==> config.mk <==
export PLATFORM = sky130hd
export DESIGN_NAME = led_seq_ctrl
export DESIGN_NICKNAME = d
export VERILOG_FILES = /design/src/rtl/led_seq_pkg.sv /design/src/rtl/tick_gen.sv /design/src/rtl/led_seq_ctrl.sv
export SDC_FILE = /design/constraint.sdc
export NUM_CORES = 1
export LEC_CHECK = 0
export CELL_PAD_IN_SITES_DETAIL_PLACEMENT = 0
export CELL_PAD_IN_SITES_GLOBAL_PLACEMENT = 1
export CORE_MARGIN = 1
export CORE_UTILIZATION = 48
export DETAILED_ROUTE_END_ITERATION = 12
export PLACE_DENSITY = 0.94
export SYNTH_ARGS = -nofsm -noshare
export SYNTH_HDL_FRONTEND = slang
export SYNTH_SLANG_ARGS = --single-unit
==> constraint.sdc <==
create_clock -name clock -period 3.6 [get_ports clock]
set_input_delay 0.54 -clock clock [delete_from_list [all_inputs] [get_ports clock]]
set_output_delay 0.54 -clock clock [all_outputs]
set_load 0.01 [all_outputs]
==> src/rtl/led_seq_pkg.sv <==
// Shared encodings for the LED sequencing controller.
// Mode values match the cmd_mode wire encoding.
package led_seq_pkg;

    typedef enum logic [1:0] {
        MODE_DOWN   = 2'b00,
        MODE_UP     = 2'b01,
        MODE_BOUNCE = 2'b10,
        MODE_HOLD   = 2'b11
    } mode_e;

    typedef enum logic [1:0] {
        ST_IDLE = 2'b00,
        ST_RUN  = 2'b01,
        ST_HOLD = 2'b10
    } state_e;

    localparam logic [2:0] IDX_MAX = 3'd7;

endpackage

==> src/rtl/tick_gen.sv <==
// Step-tick prescaler: one tick every (TICK_DIV >> speed) clocks.
// The counter is cleared on command accept and parked at zero while holding.
module tick_gen #(
    parameter int TICK_DIV = 50_000_000
) (
    input  logic       clock,
    input  logic       reset,
    input  logic       clear,
    input  logic       hold,
    input  logic [1:0] speed,
    output logic       tick
);

    localparam int CW = $clog2(TICK_DIV);

    logic [CW-1:0] cnt;
    logic [CW-1:0] last;

    // TICK_DIV is a multiple of 8, so every shifted period is exact and fits CW bits.
    assign last = CW'((TICK_DIV >> speed) - 1);
    assign tick = !hold && (cnt == last);

    // NOTE: sequential state uses non-blocking assignments so every flop samples pre-edge values.
    always_ff @(posedge clock) begin
        if (!reset || clear || hold) begin
            cnt <= '0;
        end else if (cnt == last) begin
            cnt <= '0;
        end else begin
            cnt <= cnt + CW'(1);
        end
    end

endmodule

==> src/rtl/led_seq_ctrl.sv <==
// Commanded LED sequencer: valid/ready command port selects mode and speed,
// and the FSM steps the registered LED index on prescaler ticks.
module led_seq_ctrl
    import led_seq_pkg::*;
#(
    parameter int TICK_DIV = 50_000_000
) (
    input  logic       clock,
    input  logic       reset,
    input  logic       cmd_valid,
    output logic       cmd_ready,
    input  logic [1:0] cmd_mode,
    input  logic [1:0] cmd_speed,
    output logic [2:0] idx,
    output logic       led_en,
    output logic       wrap
);

    state_e     state_q, state_d;
    mode_e      mode_q, mode_d;
    mode_e      new_mode;
    logic [1:0] speed_q, speed_d;
    logic       dir_up_q, dir_up_d;
    logic [2:0] idx_d;
    logic       led_en_d, wrap_d, ready_d;
    logic       accept, tick, holding;

    assign accept   = cmd_valid && cmd_ready;
    assign new_mode = mode_e'(cmd_mode);
    assign holding  = (state_q == ST_HOLD);

    tick_gen #(.TICK_DIV(TICK_DIV)) u_tick_gen (
        .clock (clock),
        .reset (reset),
        .clear (accept),
        .hold  (holding),
        .speed (speed_q),
        .tick  (tick)
    );

    always_ff @(posedge clock) begin
        if (!reset) begin
            state_q   <= ST_IDLE;
            mode_q    <= MODE_DOWN;
            speed_q   <= 2'd0;
            dir_up_q  <= 1'b1;
            idx       <= 3'd0;
            led_en    <= 1'b0;
            wrap      <= 1'b0;
            cmd_ready <= 1'b1;
        end else begin
            state_q   <= state_d;
            mode_q    <= mode_d;
            speed_q   <= speed_d;
            dir_up_q  <= dir_up_d;
            idx       <= idx_d;
            led_en    <= led_en_d;
            wrap      <= wrap_d;
            cmd_ready <= ready_d;
        end
    end

    // NOTE: every signal gets a default before any branch, so no path leaves one unassigned (no latches).
    always_comb begin
        state_d  = state_q;
        mode_d   = mode_q;
        speed_d  = speed_q;
        dir_up_d = dir_up_q;
        idx_d    = idx;
        led_en_d = led_en;
        wrap_d   = 1'b0;
        ready_d  = !accept;

        if (accept) begin
            // Accept always beats a coincident tick: no step this cycle.
            mode_d   = new_mode;
            speed_d  = cmd_speed;
            led_en_d = 1'b1;
            state_d  = (new_mode == MODE_HOLD) ? ST_HOLD : ST_RUN;
            if (state_q == ST_IDLE) begin
                case (new_mode)
                    MODE_DOWN:   idx_d = IDX_MAX;
                    MODE_UP,
                    MODE_BOUNCE: begin
                        idx_d    = 3'd0;
                        dir_up_d = 1'b1;
                    end
                    default:     idx_d = idx;
                endcase
            end else if (new_mode == MODE_BOUNCE) begin
                dir_up_d = (idx != IDX_MAX);
            end
        end else if (tick && state_q == ST_RUN) begin
            case (mode_q)
                MODE_DOWN: begin
                    idx_d  = idx - 3'd1;
                    wrap_d = (idx == 3'd0);
                end
                MODE_UP: begin
                    idx_d  = idx + 3'd1;
                    wrap_d = (idx == IDX_MAX);
                end
                MODE_BOUNCE: begin
                    if (dir_up_q && idx == IDX_MAX) begin
                        idx_d    = IDX_MAX - 3'd1;
                        dir_up_d = 1'b0;
                        wrap_d   = 1'b1;
                    end else if (!dir_up_q && idx == 3'd0) begin
                        idx_d    = 3'd1;
                        dir_up_d = 1'b1;
                        wrap_d   = 1'b1;
                    end else begin
                        idx_d = dir_up_q ? idx + 3'd1 : idx - 3'd1;
                    end
                end
                default: idx_d = idx;
            endcase
        end
    end

endmodule

Fig. 1: run 1, placement view
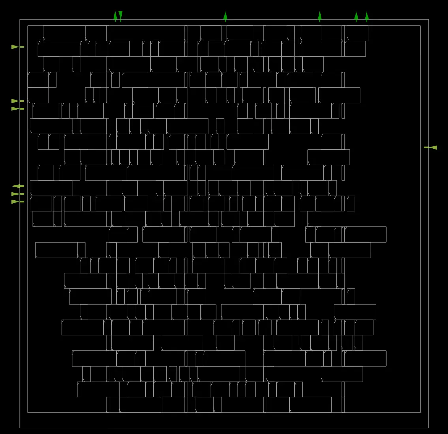
num rows: 25
post-layout util: 54.0%
n_taps: 54
Final Non-Filler Cells: 347
flop share of the area: 30.8%

Fig. 2: run 1, sequential cells coloured by netlist name
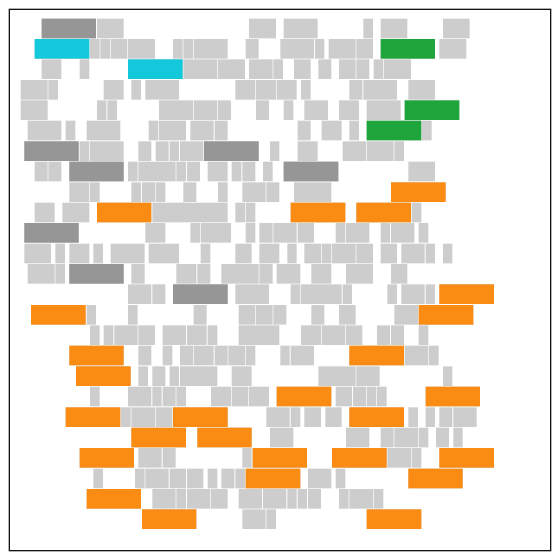
[`idx`] green | flops: 3
[`mode_q`] cyan | flops: 2
[`u_tick_gen.cnt`] orange | flops: 26
not coloured: 8
Sequential Power: 455 uW
Seq. cell area: 781 sq um

Fig. 3: run 1, met2 routing
Scale bar: 20 um.
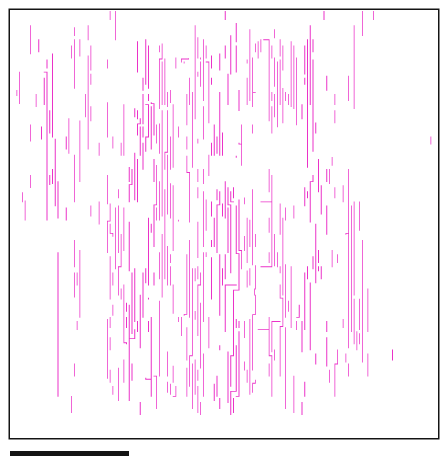
share of all routed wire: 43%
longest straight run: 29.9 um
final WL: 4.51 mm
M2 GR Usage: 29.4%

Fig. 4: run 1, I/O nets highlighted
Scale bar: 20 um.
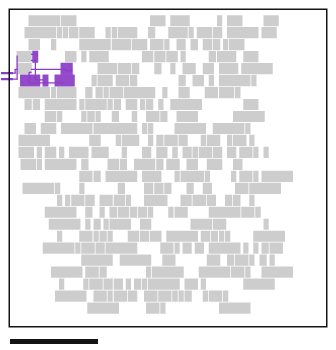
[`cmd_mode`] purple | bits: 2 | direction: input | end cells: 6 | buffers: 2 | wire: 38.0 um
I/O pins: 13
I/O Buffers: 12

==> CHANGELOG.md, run 1 <==
### Changed

* Status: finished clean
* Cell count after placement at around 340
* Post-DP HPWL at approximately 3.3 mm
* Yosys cell count at about 290
* Syn-to-layout area delta at 8.29%
* XOR/XNOR Fraction of Synth Area at about a tenth
* Top sig layer: met4
* Remaining DRCs at 0
* Gr usage total at about a fifth
* Final worst setup slack at around 0.92 ns
* Initial drt markers at 83
* DR pass1 iterations at 4
* Post-CTS setup buffer count at 0
* Number of enable flip-flop cells at 0
* # setup viols final at 0
* Final period util at ~75%
* CP max FO at 25
* Dpl cell area at 0.00245 sq mm
* Final antenna-violating net count at 0
* Switching portion of total power at a little over a quarter
* Global route overflow at 0
* Cts bufs inserted at 5
* Synth Instances at roughly 290
* Yosys Chip Area at 0.00234 sq mm
* Slew Limit Headroom at between 40 and 50%
* Crit path time final at between 2 and 3 ns
* Post-Route Setup TNS at 0 ns
* Clk root buf: clkbuf_8
* Fin area at 0.00253 sq mm
* Die width at between 70 and 80 um
* Core footprint at roughly 0.0047 sq mm
* Crit path DAT at 2.85 ns
* Crit end category: flip-flop
* Adder Area Share at between 6 and 7%
* Area leader share at 33.4%
* Most frequent cells in the layout: nor2_1 (43), dfxtp_1 (39), nand2_1 (33)
* Sequential Power Share at between 50% and 60%
* Hold endpoint: led_en$_SDFFE_PN0P_
* Slew Limit Fails at 0
* Worst slack, placed at approximately 0.93 ns
* CP startpoint: speed_q[1]$_SDFFE_PN0P_
* Pwr/cell area at between 300 and 400 mW/mm^2
* Resized Gates After CTS at 0
* Worst setup path end: u_tick_gen.cnt[23]$_SDFF_PP0_
* Hold path startpoint: led_en$_SDFFE_PN0P_
* Met1 Wirelength at between 2 and 2.5 mm
* Share of synthesized registers carrying an async set or reset at 0%
* Reg2Reg Depth at 8
* Maximum VDD drop at around 0.00023 V
* Mux share at between 2 and 2.5%
* Worst-path clk slew at approximately 0.080 ns
* Hold_buf cts at 0
* Commonest cells in the synthesized netlist: nor2_1 (43), dfxtp_1 (39), nand2_1 (33)
* Vias in the first global route at approximately 1700
* Syn_nets at between 300 and 400
* Internal at around 630 uW
run 1: critical path: stages (launching register included):
cell,delay (ns)
dfxtp_1,0.60
nand2b_1,0.19
ha_1,0.23
or2_2,0.27
a211oi_1,0.23
nor3_1,0.12
or4_4,0.57
nand2_4,0.25
nor2_1,0.09
run 1: sequential cells by signal (all words and copies together), names as in the netlist:
name and count:
cmd_ready 1, dir_up_q 1, idx 3, led_en 1
mode_q 2, speed_q 2, state_q 2, u_tick_gen.cnt 26
wrap 1
run 1: cell type report:
cell class | instances | area [sq um]
inverter | 11 | 41.3
multi-input combinational | 223 | 1440
tap | 54 | 67.6
clock inverter | 2 | 12.5
timing repair buffer | 12 | 120
fill | 450 | 2160
sequential | 39 | 781
clock buffer | 6 | 72.6
==> inputs of run 2 (changes only) <==
- CORE_UTILIZATION: 48 -> 45
- PLACE_DENSITY: 0.94 -> 0.89
- clock period: 3.6 -> 2.54 ns (I/O delays scaled with it)
==> CHANGELOG.md, run 2 <==
### Changed

* Status: finished clean (unchanged)
* Inverters at 11 (unchanged)
* Slew Limit Fails at 0 (unchanged)
* Clock buffers and inverters, area share at 3.13% (was 3.36%)
* Most frequent cells in the layout: nor2_1 (43), dfxtp_1 (38), nand2_1 (33) (was nor2_1 (43), dfxtp_1 (39), nand2_1 (33))
* Data buffer area share at 6.35% (was 4.74%)
* Number of enable flip-flop cells at 0 (unchanged)
* Sequential Power Share at 52.8% (was 53.4%)
* Die width at 74.1 um (was 71.8 um)
* Crit end category: flip-flop (unchanged)
* Internal at 898 uW (was 628 uW)
* Slowest-stage cell, CP: or4_4 (was dfxtp_1)
* CP cell instances: nand2b_1 > ha_1 > or2_2 > a211oi_1 > nor3_1 > or4_4 > a2111oi_4 > a211o_1 (was nand2b_1 > ha_1 > or2_2 > a211oi_1 > nor3_1 > or4_4 > nand2_4 > nor2_1)
* Gate Area at 0.00145 sq mm (was 0.00144 sq mm)
* DR pass1 iterations at 4 (unchanged)
* Levels on crit path at 8 (unchanged)
* Switching portion of total power at 26.2% (was 26.4%)
* Final Non-Filler Cells at 366 (was 347)
* Top reg by flops: u_tick_gen.cnt (unchanged)
* Post-Route Setup TNS at 0 ns (unchanged)
* Slew Limit Headroom at 70.1% (was 49.1%)
* Remaining DRCs at 0 (unchanged)
* Share of synthesized registers carrying an async set or reset at 0% (unchanged)
* Final period util at 93.3% (was 74.5%)
* Cell count after placement at 358 (was 339)
* Reg2Reg Depth at 8 (unchanged)
* CP startpoint: speed_q[0]$_SDFFE_PN0P_ (was speed_q[1]$_SDFFE_PN0P_)
* Hold endpoint: u_tick_gen.cnt[0]$_SDFF_PP0_ (was led_en$_SDFFE_PN0P_)
* CP max FO at 6 (was 25)
* Gr usage total at 18.5% (was 19.3%)
* Delay-heaviest family, CP: simple AND/OR/NAND/NOR gates (unchanged)
* Yosys cell count at 285 (unchanged)
* Slowest cell delay on critical path at 0.59 ns (was 0.60 ns)
* Syn_nets at 305 (unchanged)
* Fin area at 0.00260 sq mm (was 0.00253 sq mm)
* Final WL at 4.59 mm (was 4.51 mm)
* Clk root buf: clkbuf_8 (unchanged)
* Leading cell kind: multi-input combinational cells (unchanged)
* Vias in the first global route at 1719 (was 1731)
* Hold path startpoint: u_tick_gen.cnt[0]$_SDFF_PP0_ (was led_en$_SDFFE_PN0P_)
* Cts bufs inserted at 5 (unchanged)
* Num rows at 25 (unchanged)
* Worst setup path end: dir_up_q$_SDFFE_PN1P_ (was u_tick_gen.cnt[23]$_SDFF_PP0_)
* Worst-path clk slew at 0.07 ns (was 0.08 ns)
* Area leader share at 33.4% (unchanged)
* I/O Buffers at 12 (unchanged)
* I/O pins at 13 (unchanged)
run 2: cell counts after synthesis:
No cell type changed its count.
run 2: kinds of logic after synthesis:
family / after synthesis / share of synthesized area [%]
xor+xnor: 26 / 9.74
mux: 5 / 2.14
buf+inv: 23 / 5.14
simple gates: 132 / 27.4
fa+ha+maj: 13 / 6.96
compound gates: 47 / 15.2
flops: 39 / 33.4
run 2: per-layer routing:
metal | vias to the layer above | wire (um) | track usage (%)
li1 | 1009 | - | -
met1 | 896 | 2500 | 27.1
met2 | 26 | 1860 | 26.6
met3 | 5 | 182 | 4.20
met4 | 0 | 44 | 5.77
met5 | - | 0 | 0
run 2: repair_timing:
item	in CTS	in global routing
setup endpoints to repair	0	26
hold buffers	0	0
gates resized	0	2
Fig. 5: run 2, placement view
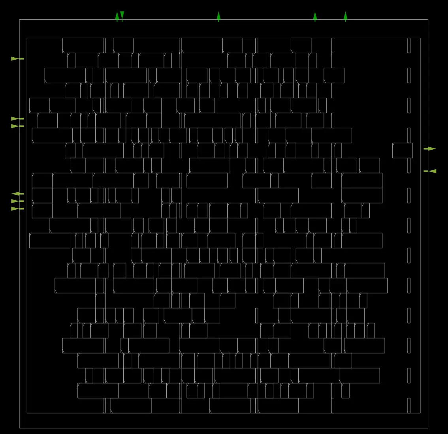
n_taps: 67
fill count: 478
seq_cells: 39
core footprint: 0.00485 sq mm
post-layout util: 53.6%

Fig. 6: run 2, sequential cells coloured by netlist name
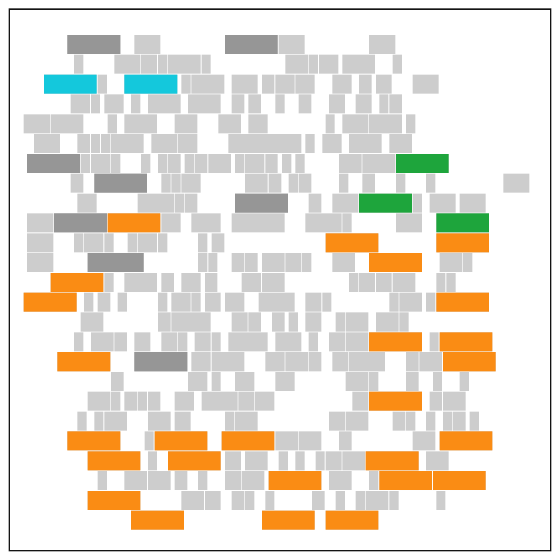
[`mode_q`] cyan | flops: 2
[`u_tick_gen.cnt`] orange | flops: 26
[`idx`] green | flops: 3
not coloured: 8
Seq. cell area: 782 sq um
flop share of the area: 30.1%

Power figures rest on the tool's default switching activity, not on a simulated workload.
